$ cat src/rtl/arb_pkg.sv
// Shared types for the AXI-lite bus arbiters.
// States, grant owner and transaction kind.
package arb_pkg;

   typedef enum logic [2:0] {
      IDLE    = 3'd0,
      RD_ADDR = 3'd1,
      RD_DATA = 3'd2,
      WR_REQ  = 3'd3,
      WR_RESP = 3'd4
   } arb_state_t;

   typedef enum logic {
      M0 = 1'b0,
      M1 = 1'b1
   } grant_t;

   typedef enum logic {
      RD = 1'b0,
      WR = 1'b1
   } kind_t;

endpackage

$ cat src/rtl/axi_lite_if.sv
// AXI4-lite channel bundle.
// master drives requests, slave drives responses.
interface axi_lite_if #(
   parameter int ADDR_W = 32,
   parameter int DATA_W = 32
);

   logic [ADDR_W-1:0]   awaddr;
   logic                awvalid;
   logic                awready;
   logic [DATA_W-1:0]   wdata;
   logic [DATA_W/8-1:0] wstrb;
   logic                wvalid;
   logic                wready;
   logic [1:0]          bresp;
   logic                bvalid;
   logic                bready;
   logic [ADDR_W-1:0]   araddr;
   logic                arvalid;
   logic                arready;
   logic [DATA_W-1:0]   rdata;
   logic [1:0]          rresp;
   logic                rvalid;
   logic                rready;

   modport master (
      output awaddr, awvalid, wdata, wstrb, wvalid,
      output bready, araddr, arvalid, rready,
      input  awready, wready, bresp, bvalid,
      input  arready, rdata, rresp, rvalid
   );

   modport slave (
      input  awaddr, awvalid, wdata, wstrb, wvalid,
      input  bready, araddr, arvalid, rready,
      output awready, wready, bresp, bvalid,
      output arready, rdata, rresp, rvalid
   );

endinterface

$ cat src/rtl/arb_pick.sv
// Two-way request picker shared by the bus arbiters.
// A lone requester wins; a tie goes to the one not in last_grant.
module arb_pick
   import arb_pkg::*;
(
   input  logic   req0,
   input  logic   req1,
   input  grant_t last_grant,
   output grant_t grant
);

   // choose the owner for the next transaction
   always_comb begin
      grant = M1;
      if (req0 && req1)
         grant = (last_grant == M1) ? M0 : M1;
      else if (req0)
         grant = M0;
   end

endmodule

$ cat src/rtl/axi_lite_arbiter.sv
// Two-master AXI-lite arbiter, one transaction in flight.
// ARB_ROUND_ROBIN_EN: round-robin ties, else m1 fixed priority.
module axi_lite_arbiter
   import arb_pkg::*;
#(
   parameter int ADDR_W = 32,
   parameter int DATA_W = 32
) (
   input logic        clk,
   input logic        reset,
   axi_lite_if.slave  m0,
   axi_lite_if.slave  m1,
   axi_lite_if.master sl
);

   arb_state_t state;
   grant_t     grant;
   kind_t      kind;
   logic       aw_done;
   logic       w_done;

   logic   req0;
   logic   req1;
   grant_t nxt_grant;
   grant_t pick_hint;
   logic   nxt_rd;

   logic [ADDR_W-1:0]   g_araddr;
   logic [ADDR_W-1:0]   g_awaddr;
   logic [DATA_W-1:0]   g_wdata;
   logic [DATA_W/8-1:0] g_wstrb;
   logic g_arvalid;
   logic g_awvalid;
   logic g_wvalid;
   logic g_rready;
   logic g_bready;

   logic ph_ar;
   logic ph_r;
   logic ph_aw;
   logic ph_w;
   logic ph_b;
   logic sel0;
   logic sel1;
   logic ar_hs;
   logic r_hs;
   logic aw_hs;
   logic w_hs;
   logic b_hs;

   // wvalid alone never opens a transaction
   assign req0 = m0.arvalid | m0.awvalid;
   assign req1 = m1.arvalid | m1.awvalid;

`ifdef ARB_ROUND_ROBIN_EN
   grant_t last_grant;

   // starts at M0 so the first tie goes to m1,
   // matching the fixed-priority build
   always_ff @(posedge clk) begin
      if (!reset)
         last_grant <= M0;
      else if (state == IDLE && (req0 || req1))
         last_grant <= nxt_grant;
   end

   assign pick_hint = last_grant;
`else
   // a fixed hint of M0 makes every tie go to m1
   assign pick_hint = M0;
`endif

   arb_pick u_pick (
      .req0       (req0),
      .req1       (req1),
      .last_grant (pick_hint),
      .grant      (nxt_grant)
   );

   // read wins over write inside the chosen master
   assign nxt_rd = (nxt_grant == M1) ? m1.arvalid
                                     : m0.arvalid;

   // route the granted master's request side
   always_comb begin
      if (grant == M1) begin
         g_araddr  = m1.araddr;
         g_awaddr  = m1.awaddr;
         g_wdata   = m1.wdata;
         g_wstrb   = m1.wstrb;
         g_arvalid = m1.arvalid;
         g_awvalid = m1.awvalid;
         g_wvalid  = m1.wvalid;
         g_rready  = m1.rready;
         g_bready  = m1.bready;
      end else begin
         g_araddr  = m0.araddr;
         g_awaddr  = m0.awaddr;
         g_wdata   = m0.wdata;
         g_wstrb   = m0.wstrb;
         g_arvalid = m0.arvalid;
         g_awvalid = m0.awvalid;
         g_wvalid  = m0.wvalid;
         g_rready  = m0.rready;
         g_bready  = m0.bready;
      end
   end

   assign ph_ar = (state == RD_ADDR) && (kind == RD);
   assign ph_r  = (state == RD_DATA) && (kind == RD);
   assign ph_aw = (state == WR_REQ) && (kind == WR) && !aw_done;
   assign ph_w  = (state == WR_REQ) && (kind == WR) && !w_done;
   assign ph_b  = (state == WR_RESP) && (kind == WR);
   assign sel0  = (grant == M0);
   assign sel1  = (grant == M1);

   assign ar_hs = ph_ar && g_arvalid && sl.arready;
   assign r_hs  = ph_r && g_rready && sl.rvalid;
   assign aw_hs = ph_aw && g_awvalid && sl.awready;
   assign w_hs  = ph_w && g_wvalid && sl.wready;
   assign b_hs  = ph_b && g_bready && sl.bvalid;

   assign sl.araddr  = g_araddr;
   assign sl.arvalid = ph_ar && g_arvalid;
   assign sl.rready  = ph_r && g_rready;
   assign sl.awaddr  = g_awaddr;
   assign sl.awvalid = ph_aw && g_awvalid;
   assign sl.wdata   = g_wdata;
   assign sl.wstrb   = g_wstrb;
   assign sl.wvalid  = ph_w && g_wvalid;
   assign sl.bready  = ph_b && g_bready;

   assign m0.arready = sel0 && ph_ar && sl.arready;
   assign m0.rvalid  = sel0 && ph_r && sl.rvalid;
   assign m0.awready = sel0 && ph_aw && sl.awready;
   assign m0.wready  = sel0 && ph_w && sl.wready;
   assign m0.bvalid  = sel0 && ph_b && sl.bvalid;
   assign m0.rdata   = sl.rdata;
   assign m0.rresp   = sl.rresp;
   assign m0.bresp   = sl.bresp;

   assign m1.arready = sel1 && ph_ar && sl.arready;
   assign m1.rvalid  = sel1 && ph_r && sl.rvalid;
   assign m1.awready = sel1 && ph_aw && sl.awready;
   assign m1.wready  = sel1 && ph_w && sl.wready;
   assign m1.bvalid  = sel1 && ph_b && sl.bvalid;
   assign m1.rdata   = sl.rdata;
   assign m1.rresp   = sl.rresp;
   assign m1.bresp   = sl.bresp;

   // transaction sequencer; grant frozen until back in IDLE
   always_ff @(posedge clk) begin
      if (!reset) begin
         state   <= IDLE;
         grant   <= M0;
         kind    <= RD;
         aw_done <= 1'b0;
         w_done  <= 1'b0;
      end else begin
         unique case (state)
            IDLE: begin
               if (req0 || req1) begin
                  grant <= nxt_grant;
                  kind  <= nxt_rd ? RD : WR;
                  state <= nxt_rd ? RD_ADDR : WR_REQ;
               end
            end
            RD_ADDR: if (ar_hs) state <= RD_DATA;
            RD_DATA: if (r_hs) state <= IDLE;
            WR_REQ: begin
               if (aw_hs) aw_done <= 1'b1;
               if (w_hs) w_done <= 1'b1;
               if ((aw_done || aw_hs) && (w_done || w_hs))
                  state <= WR_RESP;
            end
            WR_RESP: begin
               if (b_hs) begin
                  state   <= IDLE;
                  aw_done <= 1'b0;
                  w_done  <= 1'b0;
               end
            end
            default: state <= IDLE;
         endcase
      end
   end

endmodule

$ cat src/flat_wrapper.sv
// flat-port wrapper written by rule: the top's interface ports become plain ports
module axi_lite_arbiter_flat import arb_pkg::*;
#(
   parameter int ADDR_W = 32,
   parameter int DATA_W = 32
)
  (clk, reset, m0_awaddr, m0_awvalid, m0_wdata, m0_wstrb, m0_wvalid, m0_bready, m0_araddr, m0_arvalid, m0_rready, m0_awready, m0_wready, m0_bresp, m0_bvalid, m0_arready, m0_rdata, m0_rresp, m0_rvalid, m1_awaddr, m1_awvalid, m1_wdata, m1_wstrb, m1_wvalid, m1_bready, m1_araddr, m1_arvalid, m1_rready, m1_awready, m1_wready, m1_bresp, m1_bvalid, m1_arready, m1_rdata, m1_rresp, m1_rvalid, sl_awaddr, sl_awvalid, sl_wdata, sl_wstrb, sl_wvalid, sl_bready, sl_araddr, sl_arvalid, sl_rready, sl_awready, sl_wready, sl_bresp, sl_bvalid, sl_arready, sl_rdata, sl_rresp, sl_rvalid);
  axi_lite_if #(.ADDR_W(ADDR_W), .DATA_W(DATA_W)) m0_i ();
  axi_lite_if #(.ADDR_W(ADDR_W), .DATA_W(DATA_W)) m1_i ();
  axi_lite_if #(.ADDR_W(ADDR_W), .DATA_W(DATA_W)) sl_i ();
  input logic clk;
  input logic reset;
  input wire logic [$bits(m0_i.awaddr)-1:0] m0_awaddr;
  input wire logic [$bits(m0_i.awvalid)-1:0] m0_awvalid;
  input wire logic [$bits(m0_i.wdata)-1:0] m0_wdata;
  input wire logic [$bits(m0_i.wstrb)-1:0] m0_wstrb;
  input wire logic [$bits(m0_i.wvalid)-1:0] m0_wvalid;
  input wire logic [$bits(m0_i.bready)-1:0] m0_bready;
  input wire logic [$bits(m0_i.araddr)-1:0] m0_araddr;
  input wire logic [$bits(m0_i.arvalid)-1:0] m0_arvalid;
  input wire logic [$bits(m0_i.rready)-1:0] m0_rready;
  output wire logic [$bits(m0_i.awready)-1:0] m0_awready;
  output wire logic [$bits(m0_i.wready)-1:0] m0_wready;
  output wire logic [$bits(m0_i.bresp)-1:0] m0_bresp;
  output wire logic [$bits(m0_i.bvalid)-1:0] m0_bvalid;
  output wire logic [$bits(m0_i.arready)-1:0] m0_arready;
  output wire logic [$bits(m0_i.rdata)-1:0] m0_rdata;
  output wire logic [$bits(m0_i.rresp)-1:0] m0_rresp;
  output wire logic [$bits(m0_i.rvalid)-1:0] m0_rvalid;
  input wire logic [$bits(m1_i.awaddr)-1:0] m1_awaddr;
  input wire logic [$bits(m1_i.awvalid)-1:0] m1_awvalid;
  input wire logic [$bits(m1_i.wdata)-1:0] m1_wdata;
  input wire logic [$bits(m1_i.wstrb)-1:0] m1_wstrb;
  input wire logic [$bits(m1_i.wvalid)-1:0] m1_wvalid;
  input wire logic [$bits(m1_i.bready)-1:0] m1_bready;
  input wire logic [$bits(m1_i.araddr)-1:0] m1_araddr;
  input wire logic [$bits(m1_i.arvalid)-1:0] m1_arvalid;
  input wire logic [$bits(m1_i.rready)-1:0] m1_rready;
  output wire logic [$bits(m1_i.awready)-1:0] m1_awready;
  output wire logic [$bits(m1_i.wready)-1:0] m1_wready;
  output wire logic [$bits(m1_i.bresp)-1:0] m1_bresp;
  output wire logic [$bits(m1_i.bvalid)-1:0] m1_bvalid;
  output wire logic [$bits(m1_i.arready)-1:0] m1_arready;
  output wire logic [$bits(m1_i.rdata)-1:0] m1_rdata;
  output wire logic [$bits(m1_i.rresp)-1:0] m1_rresp;
  output wire logic [$bits(m1_i.rvalid)-1:0] m1_rvalid;
  output wire logic [$bits(sl_i.awaddr)-1:0] sl_awaddr;
  output wire logic [$bits(sl_i.awvalid)-1:0] sl_awvalid;
  output wire logic [$bits(sl_i.wdata)-1:0] sl_wdata;
  output wire logic [$bits(sl_i.wstrb)-1:0] sl_wstrb;
  output wire logic [$bits(sl_i.wvalid)-1:0] sl_wvalid;
  output wire logic [$bits(sl_i.bready)-1:0] sl_bready;
  output wire logic [$bits(sl_i.araddr)-1:0] sl_araddr;
  output wire logic [$bits(sl_i.arvalid)-1:0] sl_arvalid;
  output wire logic [$bits(sl_i.rready)-1:0] sl_rready;
  input wire logic [$bits(sl_i.awready)-1:0] sl_awready;
  input wire logic [$bits(sl_i.wready)-1:0] sl_wready;
  input wire logic [$bits(sl_i.bresp)-1:0] sl_bresp;
  input wire logic [$bits(sl_i.bvalid)-1:0] sl_bvalid;
  input wire logic [$bits(sl_i.arready)-1:0] sl_arready;
  input wire logic [$bits(sl_i.rdata)-1:0] sl_rdata;
  input wire logic [$bits(sl_i.rresp)-1:0] sl_rresp;
  input wire logic [$bits(sl_i.rvalid)-1:0] sl_rvalid;
  assign m0_i.awaddr = m0_awaddr;
  assign m0_i.awvalid = m0_awvalid;
  assign m0_i.wdata = m0_wdata;
  assign m0_i.wstrb = m0_wstrb;
  assign m0_i.wvalid = m0_wvalid;
  assign m0_i.bready = m0_bready;
  assign m0_i.araddr = m0_araddr;
  assign m0_i.arvalid = m0_arvalid;
  assign m0_i.rready = m0_rready;
  assign m0_awready = m0_i.awready;
  assign m0_wready = m0_i.wready;
  assign m0_bresp = m0_i.bresp;
  assign m0_bvalid = m0_i.bvalid;
  assign m0_arready = m0_i.arready;
  assign m0_rdata = m0_i.rdata;
  assign m0_rresp = m0_i.rresp;
  assign m0_rvalid = m0_i.rvalid;
  assign m1_i.awaddr = m1_awaddr;
  assign m1_i.awvalid = m1_awvalid;
  assign m1_i.wdata = m1_wdata;
  assign m1_i.wstrb = m1_wstrb;
  assign m1_i.wvalid = m1_wvalid;
  assign m1_i.bready = m1_bready;
  assign m1_i.araddr = m1_araddr;
  assign m1_i.arvalid = m1_arvalid;
  assign m1_i.rready = m1_rready;
  assign m1_awready = m1_i.awready;
  assign m1_wready = m1_i.wready;
  assign m1_bresp = m1_i.bresp;
  assign m1_bvalid = m1_i.bvalid;
  assign m1_arready = m1_i.arready;
  assign m1_rdata = m1_i.rdata;
  assign m1_rresp = m1_i.rresp;
  assign m1_rvalid = m1_i.rvalid;
  assign sl_awaddr = sl_i.awaddr;
  assign sl_awvalid = sl_i.awvalid;
  assign sl_wdata = sl_i.wdata;
  assign sl_wstrb = sl_i.wstrb;
  assign sl_wvalid = sl_i.wvalid;
  assign sl_bready = sl_i.bready;
  assign sl_araddr = sl_i.araddr;
  assign sl_arvalid = sl_i.arvalid;
  assign sl_rready = sl_i.rready;
  assign sl_i.awready = sl_awready;
  assign sl_i.wready = sl_wready;
  assign sl_i.bresp = sl_bresp;
  assign sl_i.bvalid = sl_bvalid;
  assign sl_i.arready = sl_arready;
  assign sl_i.rdata = sl_rdata;
  assign sl_i.rresp = sl_rresp;
  assign sl_i.rvalid = sl_rvalid;
  axi_lite_arbiter #(.ADDR_W(ADDR_W), .DATA_W(DATA_W)) u_core (.clk(clk), .reset(reset), .m0(m0_i), .m1(m1_i), .sl(sl_i));
endmodule
$ cat config.mk
export PLATFORM = sky130hd
export DESIGN_NAME = axi_lite_arbiter_flat
export DESIGN_NICKNAME = d
export VERILOG_FILES = /design/src/rtl/arb_pkg.sv /design/src/rtl/axi_lite_if.sv /design/src/rtl/arb_pick.sv /design/src/rtl/axi_lite_arbiter.sv /design/src/flat_wrapper.sv
export SDC_FILE = /design/constraint.sdc
export NUM_CORES = 1
export LEC_CHECK = 0
export CORE_AREA = 5 5 167 169
export DETAILED_ROUTE_END_ITERATION = 6
export DIE_AREA = 0 0 172 174
export HOLD_SLACK_MARGIN = 0.06
export PLACE_DENSITY = 0.55
export SYNTH_ARGS = -nofsm -noshare
export SYNTH_HDL_FRONTEND = slang
export SYNTH_SLANG_ARGS = --single-unit
$ cat constraint.sdc
create_clock -name clk -period 1.5 [get_ports clk]
set_input_delay 0.3 -clock clk [delete_from_list [all_inputs] [get_ports clk]]
set_output_delay 0.3 -clock clk [all_outputs]
set_load 0.01 [all_outputs]
==> Changelog: implementation, run 1 <==
## Implementation

* Status: finished, violations left
* Violated checks: setup timing
* Mux cell area share after synthesis at 0.520
* Count of cell types in the netlist at 30
* Routed Antenna Nets at 0
* Final Hold Fails at 0
* Layout area overhead at 209%
* Slew at the pin closest to its max-slew limit at 0.283 ns
* Synthesis Warnings at 0
* Compound Share, Synth at 0.0442
* Average footprint of a synthesized cell at 8.82 um2
* Number of buffers created by CTS at 3
* Met3 track demand over resource in global routing at 0.0259
* Instance area after placement at 0.00571 mm2
* Kind of end point of the critical path: primary output
* Post-synthesis instance total at ~260
* Commonest Layout Cell: clkdlybuf4s50_1
* Comb gates at 164
* Maximum number of pins on one net before global-route repair at 25
* Overall via count from detail_route at 3254
* Std-Cell Rows at 60
* Peak per-stage delay on the critical path at between 0.3 and 0.4 ns
* Vias per cell at 3.44
* Critical Path Start: u_core.grant
* Total detailed-routing wirelength at 17400 um
* Final-layout clock-cell area share at 0.0111
* Detailed placement HPWL at between 10000 and 15000 um
* RSZ-0062 raised after global routing: true
* Number of flip-flops and latches at 7
* GRT overflow at 0
* Comb area leader: multiplexers
* Number of buffers other than clock buffers in the final layout at between 400 and 500
* Number of failing setup endpoints in the final timing report at 119
* Number of synthesized register bits at 7
* Worst hold-check slack at 0.600 ns
* Final cell count without fillers at 945
* Start-to-end type of the worst setup path: flop to primary output
* Maximum clock frequency at 539 MHz
* Initial antenna violation count at 0
* Net count, final at 858
* Total power per unit cell area at 1120 mW/mm2
* Met1 routing resource usage after global routing at 0.115
* Proportion of cell area occupied by multi-input gates at 0.286
* Met2 Usage GRT at 0.172
* Cell-internal power at 5150 uW
* # Cells Yosys at about 260
* Post-synthesis cell type with the largest combined area: mux2_2
* Gp weighted congestion at 0.736
* First drt pass iteration count at 4
* Number of antenna cells inserted at 0
* Fraction of area in registers at 0.0220
* GRT busiest layer: met2
* Comb group at 7160 uW
* Source of the worst register-to-register timing path: u_core.grant
* Area share of the leading cell type in the synthesized netlist at 0.501
* Number of cells after detailed placement at about 880
* Number of global-route vias before repair at 3429
* Power Total at approximately 8000 uW
* Placement-stage worst setup slack at -0.586 ns
* CTS clock-pin slew for the worst setup and hold paths at about 0.040 ns
* Top pwr grp: combinational logic
* Dominant delay contributor by cell family on the critical path: buffers and inverters
* Filler cell count in the final layout at 2821
* Logic area at between 0.002 and 0.0025 mm2
* Clock tree from TritonCTS: built
* OpenROAD warning count at 28
* Tot GR Track Use at 0.0957
* Combined area of all synthesized cells at 0.00229 mm2
* Power dissipated in sequential cells at between 300 and 400 uW
* Worst setup margin at -0.354 ns
* Largest voltage drop on the vdd net at 0.629 mV
* Slowest stage cell on the critical path: dfxtp_4
* I/O pin count at 440
* Type of the tightest min-delay check: primary input to primary output
* Area of the synthesized netlist per yosys stat at 0.00229 mm2
* Most common cell type on the critical path: buf_12
* Maximum fanout encountered on the critical timing path at 5
-- run 1: path summary, 6_finish.rpt --
check,endpoint,slack (ns),depth (start not counted)
setup / recovery,sl_wdata[30],-0.35,6
hold / removal,m0_rdata[20],0.60,0
setup reg to reg,u_core.state[1],-0.30,7
hold reg to reg,u_core.state[1],0.65,3
-- run 1: cells in the mapped netlist --
| cell type | n |
|---|---|
| nor3_1 | 3 |
| nor4b_1 | 2 |
| mux2_4 | 1 |
| and3_1 | 3 |
| nand3_1 | 2 |
| a311o_1 | 2 |
| o22ai_2 | 1 |
| and2_1 | 2 |
| nor2_1 | 15 |
| nand2b_1 | 2 |
| nand3b_1 | 3 |
| o2111ai_1 | 1 |
| clkbuf_1 | 1 |
| nand4_1 | 1 |
| or2_2 | 1 |
| o21ai_0 | 2 |
| o221ai_1 | 1 |
| a21oi_1 | 3 |
| buf_4 | 75 |
| o21ai_2 | 1 |
| mux2_2 | 102 |
| inv_1 | 3 |
| buf_2 | 10 |
| nand4b_1 | 1 |
| nor3b_1 | 1 |
| a32oi_1 | 2 |
| nand2_1 | 8 |
| dfxtp_1 | 7 |
| mux2i_1 | 3 |
| nor4_1 | 1 |
-- run 1: routing by layer --
| layer | part of all wire | up-vias | wire length, um |
|---|---|---|---|
| met3 | 0.097 | 14 | 1690 |
| li1 | - | 1542 | - |
| met4 | 0.011 | 0 | 188 |
| met2 | 0.49 | 190 | 8600 |
| met1 | 0.40 | 1508 | 6910 |
| met5 | 0 | - | 0 |
-- run 1: what timing repair did --
item                                    in CTS  in global routing
endpoints found under the setup margin     121                122
pin swaps                                   17                 16
gates cloned                                 5                  7
buffers inserted                            29                 28
hold buffers                                 0                  0
gates resized                              514                218
hold endpoints to repair                     0                  0
Run 1, placement density heat map:
(2 px per um) The die is cut into 17 by 17 equal tiles; black is low, pale yellow is high, 0 to 100% covered.
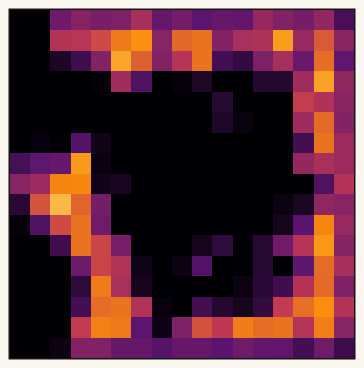
fullest tile = 85%
nearly empty tiles = 40%
emptiest ninth of the die = centre
starting density of the core: 0.0868
core utilization of the finished layout: 0.269
area of the core: 0.0264 mm2

Run 1, pin map:
(2 px per um) Pins as bars across the die edge, other pins in grey.
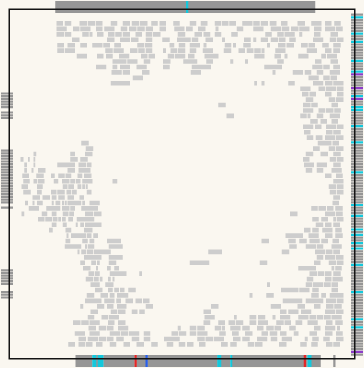
`m1_awvalid` -> blue  # pins 1, direction input, edge bottom
`m1_wdata` -> cyan  # pins 32, direction input, edge 21 right, 10 bottom, 1 top
`sl_rresp` -> red  # pins 2, direction input, edge bottom
`m1_wstrb` -> purple  # pins 4, direction input, edge right
overall die height: 174 um
total of buffers placed on input and output ports: 331
Die Width: 172 um

Run 1, clock nets:
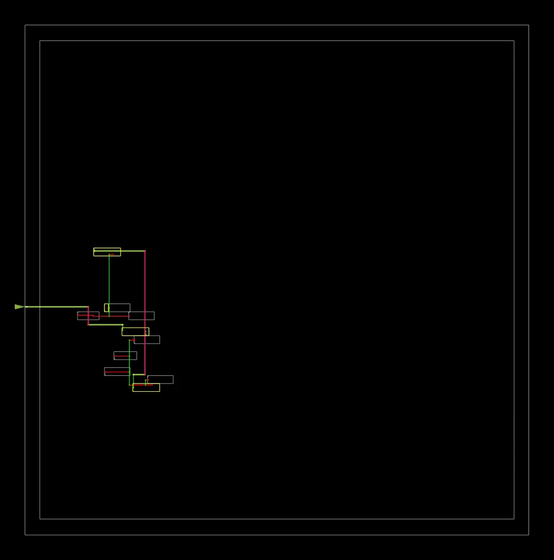
final clock skew: 0.000772 ns
power in the clock group: 471 uW
clock insertion delay at the later pin of the skew report: 0.24 ns

==> inputs of run 2 (changes only) <==
--- a/config.mk
+++ b/config.mk
@@ -6,4 +6,5 @@
 export NUM_CORES = 1
 export LEC_CHECK = 0
+export ABC_CLOCK_PERIOD_IN_PS = 1500
 export CORE_AREA = 5 5 167 169
 export DETAILED_ROUTE_END_ITERATION = 6
==> constraint.sdc (replaced) <==
create_clock -name clk -period 1.5 [get_ports clk]
set_input_delay 0.3 -clock clk [delete_from_list [all_inputs] [get_ports clk]]
set_output_delay 0.3 -clock clk [all_outputs]
set_load 0.005 [all_outputs]
Run 2, metal layers overlaid:
(1.5 px per um)
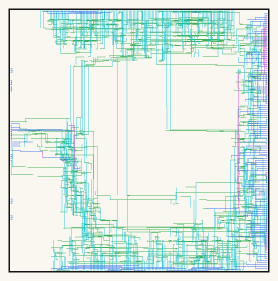
metal 4 -> magenta  # wire length 329 um
metal 1 -> green  # wire length 6520 um
metal 2 -> cyan  # wire length 8470 um
metal 3 -> blue  # wire length 1800 um
wire per inst: 17.7 um
Tot GR Track Use: 0.0996
overall via count from detail_route: 3334

==> run 2 against run 1 <==
Compared with the run above: the flow still finishes with violations (setup timing); highest routed layer unchanged; core utilization rose by 1.4 points; count of clock-buffer cells in the layout down 1; sequential power grew 6.2%; clock skew rose by 0.0025 ns; global-route usage grew 0.39 points; sequential cell count did not move; maximum frequency up 3.2%; non-clock buffer count up 22; hold slack hardly changed; die area stayed put; synthesized area unchanged; design area rose by 5.3%.
==> Changelog: implementation, run 2 <==
## Implementation

* Status: finished, violations left
* Violated checks: setup timing
* Cell breakdown of the critical path: buf_12 -> buf_6 -> mux2_4 -> and3_4 -> buf_6
* Overall die height at 174 um
* Gp weighted congestion at 0.751
* Type of the tightest min-delay check: primary input to primary output
* Total power per unit cell area at 1100 mW/mm2
* Number of antenna cells inserted at 0
* Commonest cells after routing, fill and taps aside: clkdlybuf4s50_1 (213), buf_6 (142), mux2_4 (99)
* Total of buffers placed on input and output ports at 331
* Placement-stage worst setup slack at -0.598 ns
* Vias per cell at 3.45
* CTS clock-pin slew for the worst setup and hold paths at 0.04 ns
* Slowest stage cell on the critical path: dfxtp_4
* R2R Setup Slk at -0.24 ns
* Instance area after placement at 0.00589 mm2
* Routed Antenna Nets at 0
* Count of cell types in the netlist at 30
* I/O pin count at 440
* Power Total at 8250 uW
* Starting density of the core at 0.0868
* Number of cells after detailed placement at 900
* Clk sinks at 7
* Synthesis Warnings at 0
* Detailed placement HPWL at around 13000 um
* Maximum clock frequency at 557 MHz
* Most instantiated library cell after synthesis: mux2_2
* Worst setup margin at -0.297 ns
* Power in the clock group at 470 uW
* Final period demand of the worst path at 1.80 ns
* Main flop type after synthesis: dfxtp_1
* Power dissipated in sequential cells at ~360 uW
* First drt pass iteration count at 4
* Total detailed-routing wirelength at 17100 um
* Combined area of all synthesized cells at around 0.0023 mm2
* Maximum number of pins on one net before global-route repair at 11
* Share of flip-flops with an asynchronous set or reset at 0
* Worst hold-check slack at 0.600 ns
* Std-Cell Rows at 60
* Reg2reg path depth at 7
* Arrival time worst endpoint at 1.50 ns
* Uppermost layer routed: met4
* Worst hold path cell count at 0
* Most frequent cells after synthesis: mux2_2 (102), buf_4 (75), nor2_1 (15)
* OpenROAD warning count at 28
* Source of the worst register-to-register timing path: u_core.grant
* Number of failing setup endpoints in the final timing report at 120
* Most common cell type on the critical path: buf_6
* Detail Route met2 WL at approximately 8500 um
* Maximum fanout encountered on the critical timing path at 8
* Start-to-end type of the worst setup path: flop to primary output
* Met2 Usage GRT at 0.179
* Slew at the pin closest to its max-slew limit at 0.415 ns
* Total met3 wirelength after detailed routing at about 1800 um
* Global-route wire length before repair at between 20000 and 25000 um
* Average footprint of a synthesized cell at 8.82 um2
* Clock insertion delay at the later pin of the skew report at 0.24 ns
* Number of synthesized register bits at 7
* Wire length the detailed router placed on met1 at 6520 um
* Die Width at 172 um
* Area of the core at 0.0264 mm2
* GRT busiest layer: met2
* GRT overflow at 0
* Post-synth EDFFs at 0
* Largest voltage drop on the vdd net at ~0.52 mV
* Area share of the leading cell type in the synthesized netlist at 0.501
* Post-synthesis cell type with the largest combined area: mux2_2
* Net count, final at 880
* Number of global-route vias before repair at 3619
* Final clock skew at 0.00325 ns
* Kind of end point of the critical path: primary output
* Cell-internal power at 5600 uW
* Filler cell count in the final layout at 2758
* Top pwr grp: combinational logic
* Initial antenna violation count at 0
* Design area at 0.00747 mm2
* Reg-to-reg endpoint: u_core.state[0]
* Final Hold Fails at 0
* Worst-case hold path end point: m0_rdata[20]
* Clock tree from TritonCTS: built
* # Cells Yosys at 260
* Dominant delay contributor by cell family on the critical path: flip-flops
* Layout area overhead at 226%
* Commonest Layout Cell: clkdlybuf4s50_1
* Post-CTS Hold Fix Bufs at 0
* Area of the synthesized netlist per yosys stat at 0.00229 mm2
* Comb group at around 7400 uW
* Met3 track demand over resource in global routing at 0.0343
* Number of buffers created by CTS at 3
Run 2, pin map:
(2 px per um) Pins as bars across the die edge, other pins in grey.
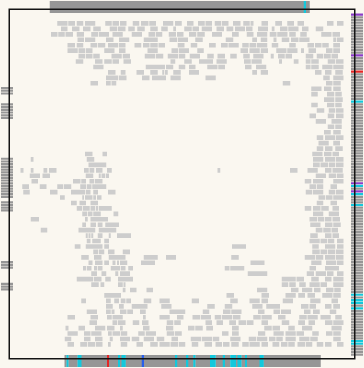
`m1_wstrb` -> purple  # pins 4, direction input, edge right
`m1_wdata` -> cyan  # pins 32, direction input, edge 21 bottom, 10 right, 1 top
`sl_rresp` -> red  # pins 2, direction input, edge 1 bottom, 1 right
`m1_awvalid` -> blue  # pins 1, direction input, edge bottom
all pins by edge = 141 top, 139 bottom, 126 right, 34 left

-- run 2: cell count changes in the layout (fill, tap and decap cells not counted), sizes merged --
cell,change
buf,+36
clkbuf,-15
clkinv,+1
clkinvlp,+1
dlygate4sd2,-1
dlymetal6s2s,+1
inv,-1
-- run 2: worst max path at each step --
stage	start	to	slack, ns
2_1_floorplan	u_core.grant	sl_awaddr[10]	0.03
3_3_place_gp	sl_rvalid	m0_rvalid	-0.61
3_5_place_dp	sl_rvalid	m1_rvalid	-0.60
4_1_cts	u_core.grant	sl_awaddr[23]	-0.39
5_1_grt	u_core.grant	sl_bready	-0.35
6_report	u_core.grant	sl_bready	-0.30
-- run 2: area by class of cell --
cell class	instances	area [um2]	share of cell area
Multi-Input combinational cell	164	2110	0.282
Clock buffer	3	75.1	0.0100
Sequential cell	7	155	0.0208
Clock inverter	1	5.00	0.000670
Inverter	3	15.0	0.00201
Timing Repair Buffer	448	4690	0.628
Tap cell	341	427	0.0571
-- run 2: logic make-up after synthesis --
family | after synthesis | synth area share
multiplexers | 106 | 0.520
buffers and inverters | 89 | 0.274
AND/OR/NAND/NOR | 45 | 0.100
AND-OR/OR-AND | 13 | 0.0442
flip-flops | 7 | 0.0611
-- run 2: worst register-to-register path, stage by stage, from the launching register on --
cell	delay, ns
dfxtp_4	0.42
buf_6	0.13
buf_6	0.11
mux2_4	0.31
buf_6	0.12
a311o_1	0.30
and3_1	0.19
o22ai_2	0.10
-- run 2: what timing repair did --
action                                  4_1_cts  5_1_grt
pin swaps                                    15       16
endpoints found under the setup margin      119      120
gates cloned                                  6        0
setup buffers                                53       14
endpoints found under the hold margin         0        0
gates resized                               689      107
==> inputs of run 3 (changes only) <==
Settings changed: PLACE_DENSITY 0.55 to 0.48.
Run 3, metal layers overlaid:
(1.5 px per um)
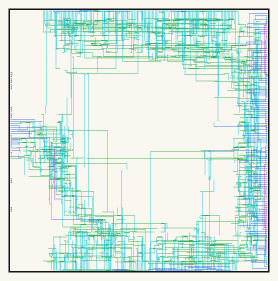
metal 3 -> blue  # wire length 1550 um
metal 4 -> magenta  # wire length 202 um
metal 1 -> green  # wire length 7450 um
metal 2 -> cyan  # wire length 9030 um

==> run 3 against run 2 <==
Compared with the run above: the run still ends with setup timing left; clock power about the same; register-to-register slack got worse by 0.08 ns; total power is 4.8% higher; maximum frequency shrank 4.5%; critical path depth is 1 higher; core utilization increased by 0.40 points; combinational power is 5.8% higher; sequential power decreased by 6.9%; synthesized area unchanged; via count about the same; critical path type unchanged; critical endpoint is now sl_wdata[9].
==> Changelog: implementation, run 3 <==
## Implementation

* Post-synthesis instance total at 260
* Overall via count from detail_route at ~3300
* Net count, final at 875
* # Cells Yosys at between 200 and 300
* Synthesis Warnings at 0
* Area of the synthesized netlist per yosys stat at around 0.0023 mm2
* Main flop type after synthesis: dfxtp_1
* XOR Share, Synth at 0
* Worst setup margin at -0.382 ns
* Peak per-stage delay on the critical path at 0.37 ns
* Die Width at 172 um
* Type of the tightest min-delay check: primary input to flop
* Final period demand of the worst path at about 1.9 ns
* Core utilization of the finished layout at 0.287
* GRT busiest layer: met2
* First drt pass iteration count at 4
* I/O pin count at around 440
* Start-to-end type of the worst setup path: flop to primary output
* Instance area after placement at about 0.0057 mm2
* Area of the core at 0.0264 mm2
* Post-CTS Hold Fix Bufs at 0
* Number of synthesized register bits at 7
* Comb area leader: multiplexers
* Status: finished, violations left
* Detailed placement HPWL at 13200 um
* OpenROAD warning count at 28
* Maximum fanout encountered on the critical timing path at 6
* Commonest Layout Cell: clkdlybuf4s50_1
* Simple-gate share of the synthesized area at 0.100
* Gp weighted congestion at 0.784
* Arrival time worst endpoint at about 1.6 ns
* Dominant delay contributor by cell family on the critical path: buffers and inverters
* Vias per cell at 3.47
* Compound Share, Synth at 0.0442
* Routed Antenna Nets at 0
* GRT overflow at 0
* Initial antenna violation count at 0
* Number of buffers created by CTS at 3
* Slew at the pin closest to its max-slew limit at a little under 0.3 ns
* Kind of end point of the critical path: primary output
* Std-Cell Rows at ~60
* Tot GR Track Use at 0.106
* Starting density of the core at 0.0868
* Clk sinks at 7
* Maximum clock frequency at roughly 530 MHz
* Worst path buffer plus inverter count at 5
* Combined area of all synthesized cells at between 0.002 and 0.0025 mm2
* Worst hold-check slack at around 0.58 ns
* Mux cell area share after synthesis at 0.520
* Layout area overhead at 230%
* Most frequent cells after synthesis: mux2_2 (102), buf_4 (75), nor2_1 (15)
* Global-route wire length before repair at 24100 um
* RSZ-0062 raised after global routing: true
* Final Hold Fails at 0
* Most instantiated library cell after synthesis: mux2_2
* Count of cell types in the netlist at 30
* Commonest cells after routing, fill and taps aside: clkdlybuf4s50_1 (213), buf_6 (139), mux2_4 (101)
* Area share of the leading cell type in the synthesized netlist at 0.501
* Placement-stage worst setup slack at -0.514 ns
* Average footprint of a synthesized cell at 8.82 um2
* Wire per inst at 19.0 um
* Met1 routing resource usage after global routing at 0.132
* Post-synth EDFFs at 0
* Post-synthesis cell type with the largest combined area: mux2_2
* Clock insertion delay at the later pin of the skew report at around 0.24 ns
* Maximum number of pins on one net before global-route repair at 11
* Clock buffer depth at 2
* Cell breakdown of the critical path: buf_12 -> buf_12 -> buf_16 -> buf_6 -> mux2_4 -> buf_6
* Number of failing setup endpoints in the final timing report at 118
* Violated checks: setup timing
* Final clock skew at 0.00470 ns
* Area fraction in full adders, half adders and majority gates at 0
* Largest voltage drop on the vdd net at 0.678 mV
* CTS clock-pin slew for the worst setup and hold paths at around 0.04 ns
* Number of global-route vias before repair at 3637
Run 3, placed cells, one colour a class:
(1.5 px per um)
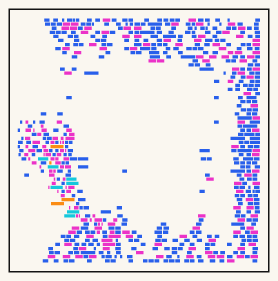
sequential cells -> cyan  # cells 7
combinational and other logic -> magenta  # cells 167
remaining buffers and delay cells -> blue  # cells 443
clock drivers and dummy loads -> orange  # cells 4

==> run 3: cell counts after synthesis <==
No cell type changed its count.
==> run 3: metrics by stage <==
step | cells | TNS [ns]
2_1_floorplan | 260 | 0
3_3_place_gp | 880 | -45.76
3_5_place_dp | 880 | -45.58
4_1_cts | 958 | -34.82
5_1_grt | 962 | -34.34
6_report | 962 | -30.21
==> run 3: layout make-up <==
type | count | area (um2)
multi-input cells | 164 | 2100
flip-flops and latches | 7 | 154
clock buffers | 4 | 78.8
repair buffers | 443 | 4800
fillers | 2761 | 18800
inverters | 3 | 16.3
well taps | 341 | 427
==> run 3: what timing repair did <==
action	in CTS	in global routing
setup buffers	65	17
resized	657	127
cloned	10	2
endpoints found under the setup margin	121	121
pin swaps	20	18
==> run 3: kinds of logic after synthesis <==
| logic type | Yosys count |
|---|---|
| compound gates | 13 |
| flops | 7 |
| simple gates | 45 |
| mux | 106 |
| buf+inv | 89 |
==> run 3: final timing paths <==
kind                                 startpoint               to  slack, ns  cells after the start
worst max-delay path               u_core.grant      sl_wdata[9]      -0.38                      6
worst min-delay path                 m1_awvalid     u_core.grant       0.58                      4
worst max register to register     u_core.grant  u_core.state[1]      -0.32                      7
worst min register to register  u_core.state[1]     u_core.grant       0.63                      3
==> run 3: routing by layer <==
layer  vias to the layer above  routed length [um]
met3                        18                1550
li1                       1581                   -
met1                      1553                7450
met5                         -                   0
met2                       184                9030
met4                         0                 201
==> run 3: where the power goes <==
| part | switching, uW | total [uW] | internal (uW) |
|---|---|---|---|
| clock | 113 | 468 | 355 |
| sequential | 77.1 | 336 | 259 |
| combinational | 2580 | 7840 | 5260 |
| total | 2770 | 8640 | 5870 |
==> run 3: worst min-delay path: stages <==
cell,delay [ns]
dlymetal6s2s_1,0.11
buf_4,0.14
o21ai_0,0.09
a21oi_1,0.12
No activity file was given, so power comes from the tool's default toggle rates.
